`src/rtl/uart_rx_if.sv`:
```
// Valid/ready delivery channel carrying received bytes out of uart_rx.
// master = byte producer (uart_rx), slave = consumer.
interface uart_rx_if #(
   parameter int DBIT = 8
);
   logic [DBIT-1:0] rx_data;
   logic            rx_valid;
   logic            rx_ready;

   modport master (output rx_data, output rx_valid, input rx_ready);
   modport slave  (input rx_data, input rx_valid, output rx_ready);
endinterface

```
`src/rtl/uart_rx.sv`:
```
// 16x-oversampling 8N1 UART receiver with a one-entry valid/ready holding
// register and framing/overrun error pulses.
module uart_rx #(
   parameter int DBIT    = 8,
   parameter int SB_TICK = 16
) (
   input  logic        clk,
   input  logic        rst_n,
   input  logic        s_tick,
   input  logic        rx,
   uart_rx_if.master   rx_if,
   output logic        busy,
   output logic        frame_err,
   output logic        overrun_err
);

   typedef enum logic [1:0] {IDLE, START, DATA, STOP} state_t;

   state_t          state_q;
   logic [4:0]      s_q;
   logic [2:0]      n_q;
   logic [DBIT-1:0] b_q;
   logic [DBIT-1:0] data_q;
   logic            valid_q;
   logic            ferr_q;
   logic            ovr_q;
   logic            sync_q;
   logic            rx_s_q;
   logic            stop_done_d;

   // Final stop-bit tick: the frame is complete this cycle.
   assign stop_done_d = (state_q == STOP) && s_tick && (s_q == 5'(SB_TICK - 1));

   always_ff @(posedge clk or negedge rst_n) begin
      if (!rst_n) begin
         sync_q <= 1'b1;
         rx_s_q <= 1'b1;
      end else begin
         sync_q <= rx;
         rx_s_q <= sync_q;
      end
   end

   always_ff @(posedge clk or negedge rst_n) begin
      if (!rst_n) begin
         state_q <= IDLE;
         s_q     <= '0;
         n_q     <= '0;
         b_q     <= '0;
         data_q  <= '0;
         valid_q <= 1'b0;
         ferr_q  <= 1'b0;
         ovr_q   <= 1'b0;
      end else begin
         ferr_q <= 1'b0;
         ovr_q  <= 1'b0;
         if (valid_q && rx_if.rx_ready) valid_q <= 1'b0;

         case (state_q)
            IDLE: begin
               if (!rx_s_q) begin
                  state_q <= START;
                  s_q     <= '0;
               end
            end
            START: begin
               if (s_tick) begin
                  if (s_q == 5'd7) begin
                     // Line back high at mid start bit: treat as a glitch.
                     if (!rx_s_q) begin
                        state_q <= DATA;
                        s_q     <= '0;
                        n_q     <= '0;
                     end else begin
                        state_q <= IDLE;
                     end
                  end else begin
                     s_q <= s_q + 5'd1;
                  end
               end
            end
            DATA: begin
               if (s_tick) begin
                  if (s_q == 5'd15) begin
                     s_q <= '0;
                     b_q <= {rx_s_q, b_q[DBIT-1:1]};
                     if (n_q == 3'(DBIT - 1)) state_q <= STOP;
                     else                     n_q     <= n_q + 3'd1;
                  end else begin
                     s_q <= s_q + 5'd1;
                  end
               end
            end
            STOP: begin
               if (s_tick && s_q != 5'(SB_TICK - 1)) s_q <= s_q + 5'd1;
               if (stop_done_d) begin
                  state_q <= IDLE;
                  if (rx_s_q) begin
                     data_q  <= b_q;
                     valid_q <= 1'b1;
                     // Pending byte not being taken this cycle is lost.
                     if (valid_q && !rx_if.rx_ready) ovr_q <= 1'b1;
                  end else begin
                     ferr_q <= 1'b1;
                  end
               end
            end
            default: state_q <= IDLE;
         endcase
      end
   end

   assign rx_if.rx_data  = data_q;
   assign rx_if.rx_valid = valid_q;
   assign busy           = (state_q != IDLE);
   assign frame_err      = ferr_q;
   assign overrun_err    = ovr_q;

endmodule
```
`src/flat_wrapper.sv`:
```
// flat-port wrapper written by rule: the top's interface ports become plain ports
module uart_rx_flat 
#(
   parameter int DBIT    = 8,
   parameter int SB_TICK = 16
)
  (clk, rst_n, s_tick, rx, busy, frame_err, overrun_err, rx_if_rx_data, rx_if_rx_valid, rx_if_rx_ready);
  uart_rx_if #(.DBIT(DBIT)) rx_if_i ();
  input  logic clk;
  input  logic rst_n;
  input  logic s_tick;
  input  logic rx;
  output logic busy;
  output logic frame_err;
  output logic overrun_err;
  output wire logic [$bits(rx_if_i.rx_data)-1:0] rx_if_rx_data;
  output wire logic [$bits(rx_if_i.rx_valid)-1:0] rx_if_rx_valid;
  input wire logic [$bits(rx_if_i.rx_ready)-1:0] rx_if_rx_ready;
  assign rx_if_rx_data = rx_if_i.rx_data;
  assign rx_if_rx_valid = rx_if_i.rx_valid;
  assign rx_if_i.rx_ready = rx_if_rx_ready;
  uart_rx #(.DBIT(DBIT), .SB_TICK(SB_TICK)) u_core (.clk(clk), .rst_n(rst_n), .s_tick(s_tick), .rx(rx), .rx_if(rx_if_i), .busy(busy), .frame_err(frame_err), .overrun_err(overrun_err));
endmodule
```
`config.mk`:
```
export PLATFORM = sky130hd
export DESIGN_NAME = uart_rx_flat
export DESIGN_NICKNAME = d
export VERILOG_FILES = /design/src/rtl/uart_rx_if.sv /design/src/rtl/uart_rx.sv /design/src/flat_wrapper.sv
export SDC_FILE = /design/constraint.sdc
export NUM_CORES = 1
export LEC_CHECK = 0
export CORE_UTILIZATION = 58
export CTS_CLUSTER_SIZE = 40
export DETAILED_ROUTE_END_ITERATION = 12
export PLACE_DENSITY = 0.81
export SYNTH_ARGS = -nofsm -noshare
export SYNTH_HDL_FRONTEND = slang
export SYNTH_SLANG_ARGS = --single-unit
```
`constraint.sdc`:
```
create_clock -name clk -period 4.03 [get_ports clk]
set_input_delay 0.806 -clock clk [delete_from_list [all_inputs] [get_ports clk]]
set_output_delay 0.806 -clock clk [all_outputs]
set_load 0.005 [all_outputs]
```
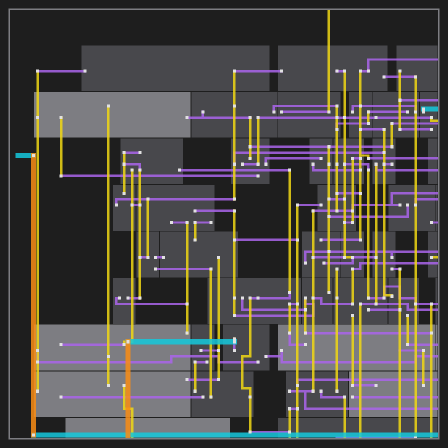
Figure 1: zoomed window.
Window x 0 to 25, y 26 to 51 µm. Cells in gray, sequential cells in the stronger gray; small squares are vias.
- yellow: metal 2
- purple: metal 1
- orange: metal 4
- cyan: metal 3
- sequential cells in the window: 5
- netlist names of flops here include: `u_core.n_q` (3), `u_core.state_q` (1)
- most frequent: nand2_1 (6), dfrtp_1 (5)
- cells with their middle in the window: 36

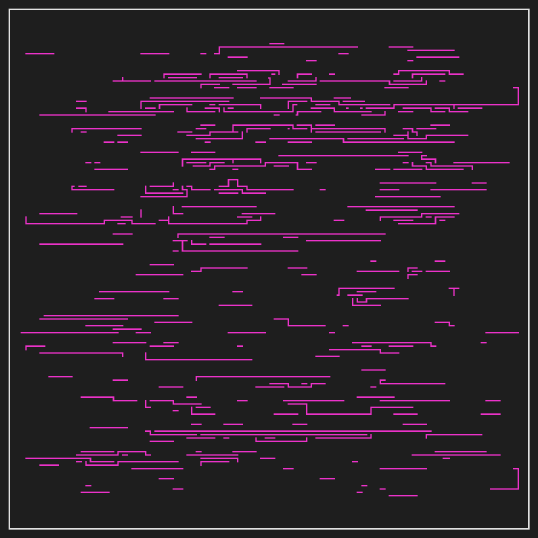
Figure 2: M1 wires.
Drawn at 10 px/µm.
- longest straight run: 27.6 µm
- wire length on this layer: 1,060 µm
- main direction: horizontal

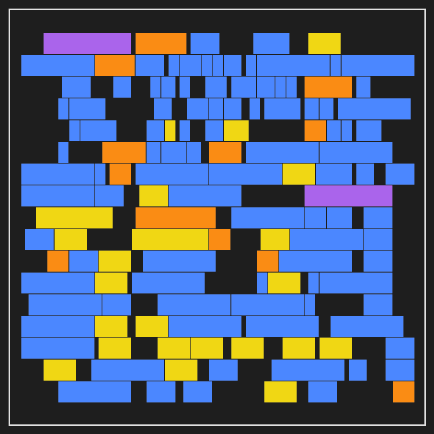
Figure 3: cells by drive strength.
Drawn at 8 px/µm.
- orange: _3 and _4 cells (cells 12; share 9.0%)
- yellow: _2 cells (cells 23; share 17%)
- purple: _6 and larger (cells 2; share 1.5%)
- blue: _0 and _1 cells (cells 96; share 72%)

==> run_results.csv <==
group,metric,value,unit
outcome,run_status,"finished, final reports clean",
final_timing,slew-limit-headroom,0.750,
finish,num_antenna_cells,0,
worst_hold_path,hold_depth,0,
global_route,gr-total-overflow,0,
synth,yosysChipArea,0.00144,mm²
final_timing,period_needed,2400,ps
setup_path,worst_setup_path_end_kind,"primary output",
routing,first_iter_violations,16,
final_timing,hold_viol,0,
final_timing,layout_worst_path_cycle_share,0.596,
global_route,antenna_found_initial,0,
global_route,grt_pass1_vias,934,
power,peakVddDrop,384,µV
setup_path,crit_fanout,10,
final_timing,setup-tns-final,0,ps
routing,wl_met2,1.18,mm
synth,synth.distinct_cells,38,
final_timing,setup_viol,0,
setup_path,worstPathRequired,3220,ps
routing,vias,903,
cts,cts_hold_buf,0,
setup_path,cp_top_family,"buffers and inverters",
cts,h-tree-depth,2,
global_route,grt_usage,0.229,
synth,syn_area_per_cell,12.8,µm²
cts,cts.sinks,31,
routing,drt-pass1-iter-count,4,
floorplan,fp_util,0.632,
global_route,grt_pass1_wl,4.13,mm
setup_path,r2r_cells,8,
setup_path,crit_buf_inv,2,
finish,area_growth,19.5,%
finish,lay_top_cells,"dfrtp_1 (29), mux2_2 (17), clkdlybuf4s50_1 (16)",
routing,wl,2.37,mm
placed_design,dp_hpwl,1.67,mm
power,power,0.980,mW
floorplan,rows,17,
synth,netlist_instances,112,
cts,tritoncts,"built",
job,warning_count,27,
routing,drc,0,
setup_path,r2r_end,"u_core.s_q[0]",
routing,wl_met3,85,µm
floorplan,die-area,0.00268,mm²
global_route,grt_max_degree,32,
finish,layout_top_cell,"dfrtp_1",
setup_path,r2r-start,"u_core.s_q[0]",
setup_path,max_stage_delay,540,ps
finish,drive_gt1_frac,0.278,
synth,yosysSeqAreaShare,0.541,
routing,drt-wirelength-per-cell,14.7,µm
final_timing,fmax,417,MHz
cts,clk_pin_slew,90,ps
job,cap_violations,0,
setup_path,r2r_setup_slack,1940,ps
cts,cts_resized,0,
setup_path,path_class,"reg2out",
worst_hold_path,min_to,"u_core.rx_s_q",
setup_path,startpoint_type,"flop",
placed_design,io_buffers,16,
setup_path,slowest_stage,"dfrtp_1",
worst_hold_path,min_path_type,"reg2reg",
placed_design,gp_congestion,0.770,
routing,wl_met1,1.06,mm
routing,top_layer,"met4",
power,p_leak,0.825,nW
synth,fp_nets,122,
synth,synth.cell_area,0.00144,mm²
synth,synth_flops,31,
final_timing,finalClockSkew,4.27,ps
final_timing,slew_viol_final,0,
cts,clkLatencyLatePin,320,ps
cts,root_buffer,"clkbuf_4",
floorplan,fp.dieH,51.8,µm
cts,cts.path.max_buffers,2,
setup_path,path_cells,"inv_2 > nand2_1 > clkdlybuf4s50_1",
finish,fin_nets,142,
setup_path,worstPathArrival,1590,ps
floorplan,core,0.00228,mm²
floorplan,ios,17,
final_timing,tightest_slew,375,ps
routing,drtAntennaViolNets,0,
worst_hold_path,hp-start,"u_core.sync_q",
routing,vias_per_cell,5.61,
cts,cts-buffers-inserted,5,
floorplan,die_width,51.8,µm
final_timing,rsz0062_at_grt,"false",
power,p_per_area,570,mW/mm²
cts,post-cts-setup-buffer-count,0,
synth,ys_warn_count,0,
synth,yosys_cells,112,
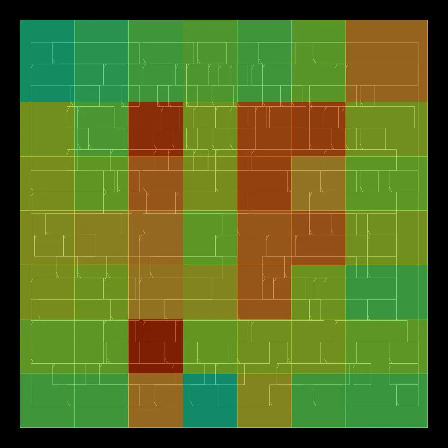
Figure 4: congestion heat map.
M1 GR Usage: 0.273
GRT Max-Usage Layer: met2

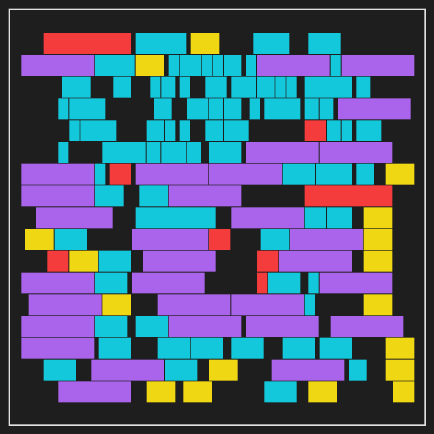
Figure 5: placed cells, one color a class.
Drawn at 8 px/µm.
- cyan: combinational and other logic (cells 77; share of their area 38%)
- yellow: other buffers and delay cells (cells 17; share of their area 10%)
- purple: flops (cells 31; share of their area 46%)
- red: clock drivers and dummy loads (cells 8; share of their area 6.0%)

synthesized netlist by cell type, drive strengths merged:
master,count,area share
a21boi,1,0.0052
dfrtp,29,0.50
a22o,1,0.0061
dfstp,2,0.037
o21ai,4,0.014
ha,5,0.043
nand4,1,0.0044
nand2b,2,0.0087
nand3b,2,0.010
o32ai,2,0.025
clkbuf,1,0.0026
a31o,1,0.0061
a31oi,1,0.0044
o22ai,2,0.0087
inv,6,0.016
nor2,4,0.010
mux2i,2,0.014
mux2,18,0.14
and2b,1,0.0052
a32oi,1,0.0061
and3,2,0.0087
and4bb,1,0.011
nand2,10,0.031
nor3,2,0.0070
nand3,4,0.026
buf,3,0.014
a21bo,1,0.0070
xnor2,1,0.0061
nor2b,2,0.014
flip-flops by register name, indices dropped and copies added (netlist names), named ones only:
signal and count:
u_core.rx_s_q 1, u_core.n_q 3, u_core.s_q 5, u_core.rx_if.rx_valid 1, u_core.state_q 1, u_core.frame_err 1, u_core.b_q 8, u_core.sync_q 1
u_core.overrun_err 1, u_core.rx_if.rx_data 8
metrics by stage:
step | util | setup slack [ps] | cells | hold WS, ps | instance area, µm²
after floorplan | - | 2160 | 112 | 345 | 1440
after global placement | 0.711 | 1610 | 153 | 346 | 1620
after detailed placement | 0.711 | 1540 | 153 | 350 | 1620
after CTS | 0.755 | 1640 | 161 | 364 | 1720
after global routing | 0.755 | 1530 | 161 | 368 | 1720
final | 0.755 | 1630 | 161 | 362 | 1720
logic make-up after synthesis:
| family | count (synthesis) | share of synthesized area |
|---|---|---|
| AND/OR/NAND/NOR | 31 | 0.137 |
| flip-flops | 31 | 0.541 |
| multiplexers | 20 | 0.157 |
| AND-OR/OR-AND | 14 | 0.0826 |
| buffers and inverters | 10 | 0.0322 |
| adder cells (fa/ha/maj) | 5 | 0.0435 |
| XOR/XNOR | 1 | 0.00609 |
power by group:
group / switching (mW) / internal (mW) / total (mW) / leakage (nW)
clock: 0.102 / 0.194 / 0.295 / 0.0525
sequential: 0.0660 / 0.363 / 0.429 / 0.402
combinational: 0.128 / 0.126 / 0.255 / 0.371
total: 0.296 / 0.684 / 0.980 / 0.825
layer usage:
layer  vias to the layer above  GRT usage
met2                        17      0.359
met5                         -          0
li1                        435          -
met3                         7     0.0789
met4                         0      0.131
met1                       444      0.273
layout make-up:
class                   count  area (µm²)
flip-flops and latches     31         778
multi-input cells          71         614
fillers                   144         557
repair buffers             17         168
clock inverters             2        60.1
clock buffers               6        41.3
well taps                  28        35.0
inverters                   6        22.5
worst max path at each step:
| stage | endpoint | slack, ps | startpoint | depth (start not counted) |
|---|---|---|---|---|
| finish | busy | 1630 | flop | 3 |
| global route | busy | 1530 | flop | 3 |
| CTS | busy | 1640 | flop | 3 |
| detailed placement | u_core.n_q[0] | 1540 | s_tick | 4 |
| global placement | u_core.rx_if.rx_data[6] | 1610 | s_tick | 4 |
| floorplan | u_core.s_q[0] | 2160 | u_core.s_q[0] | 8 |
Power is estimated from default activity; no workload was simulated.
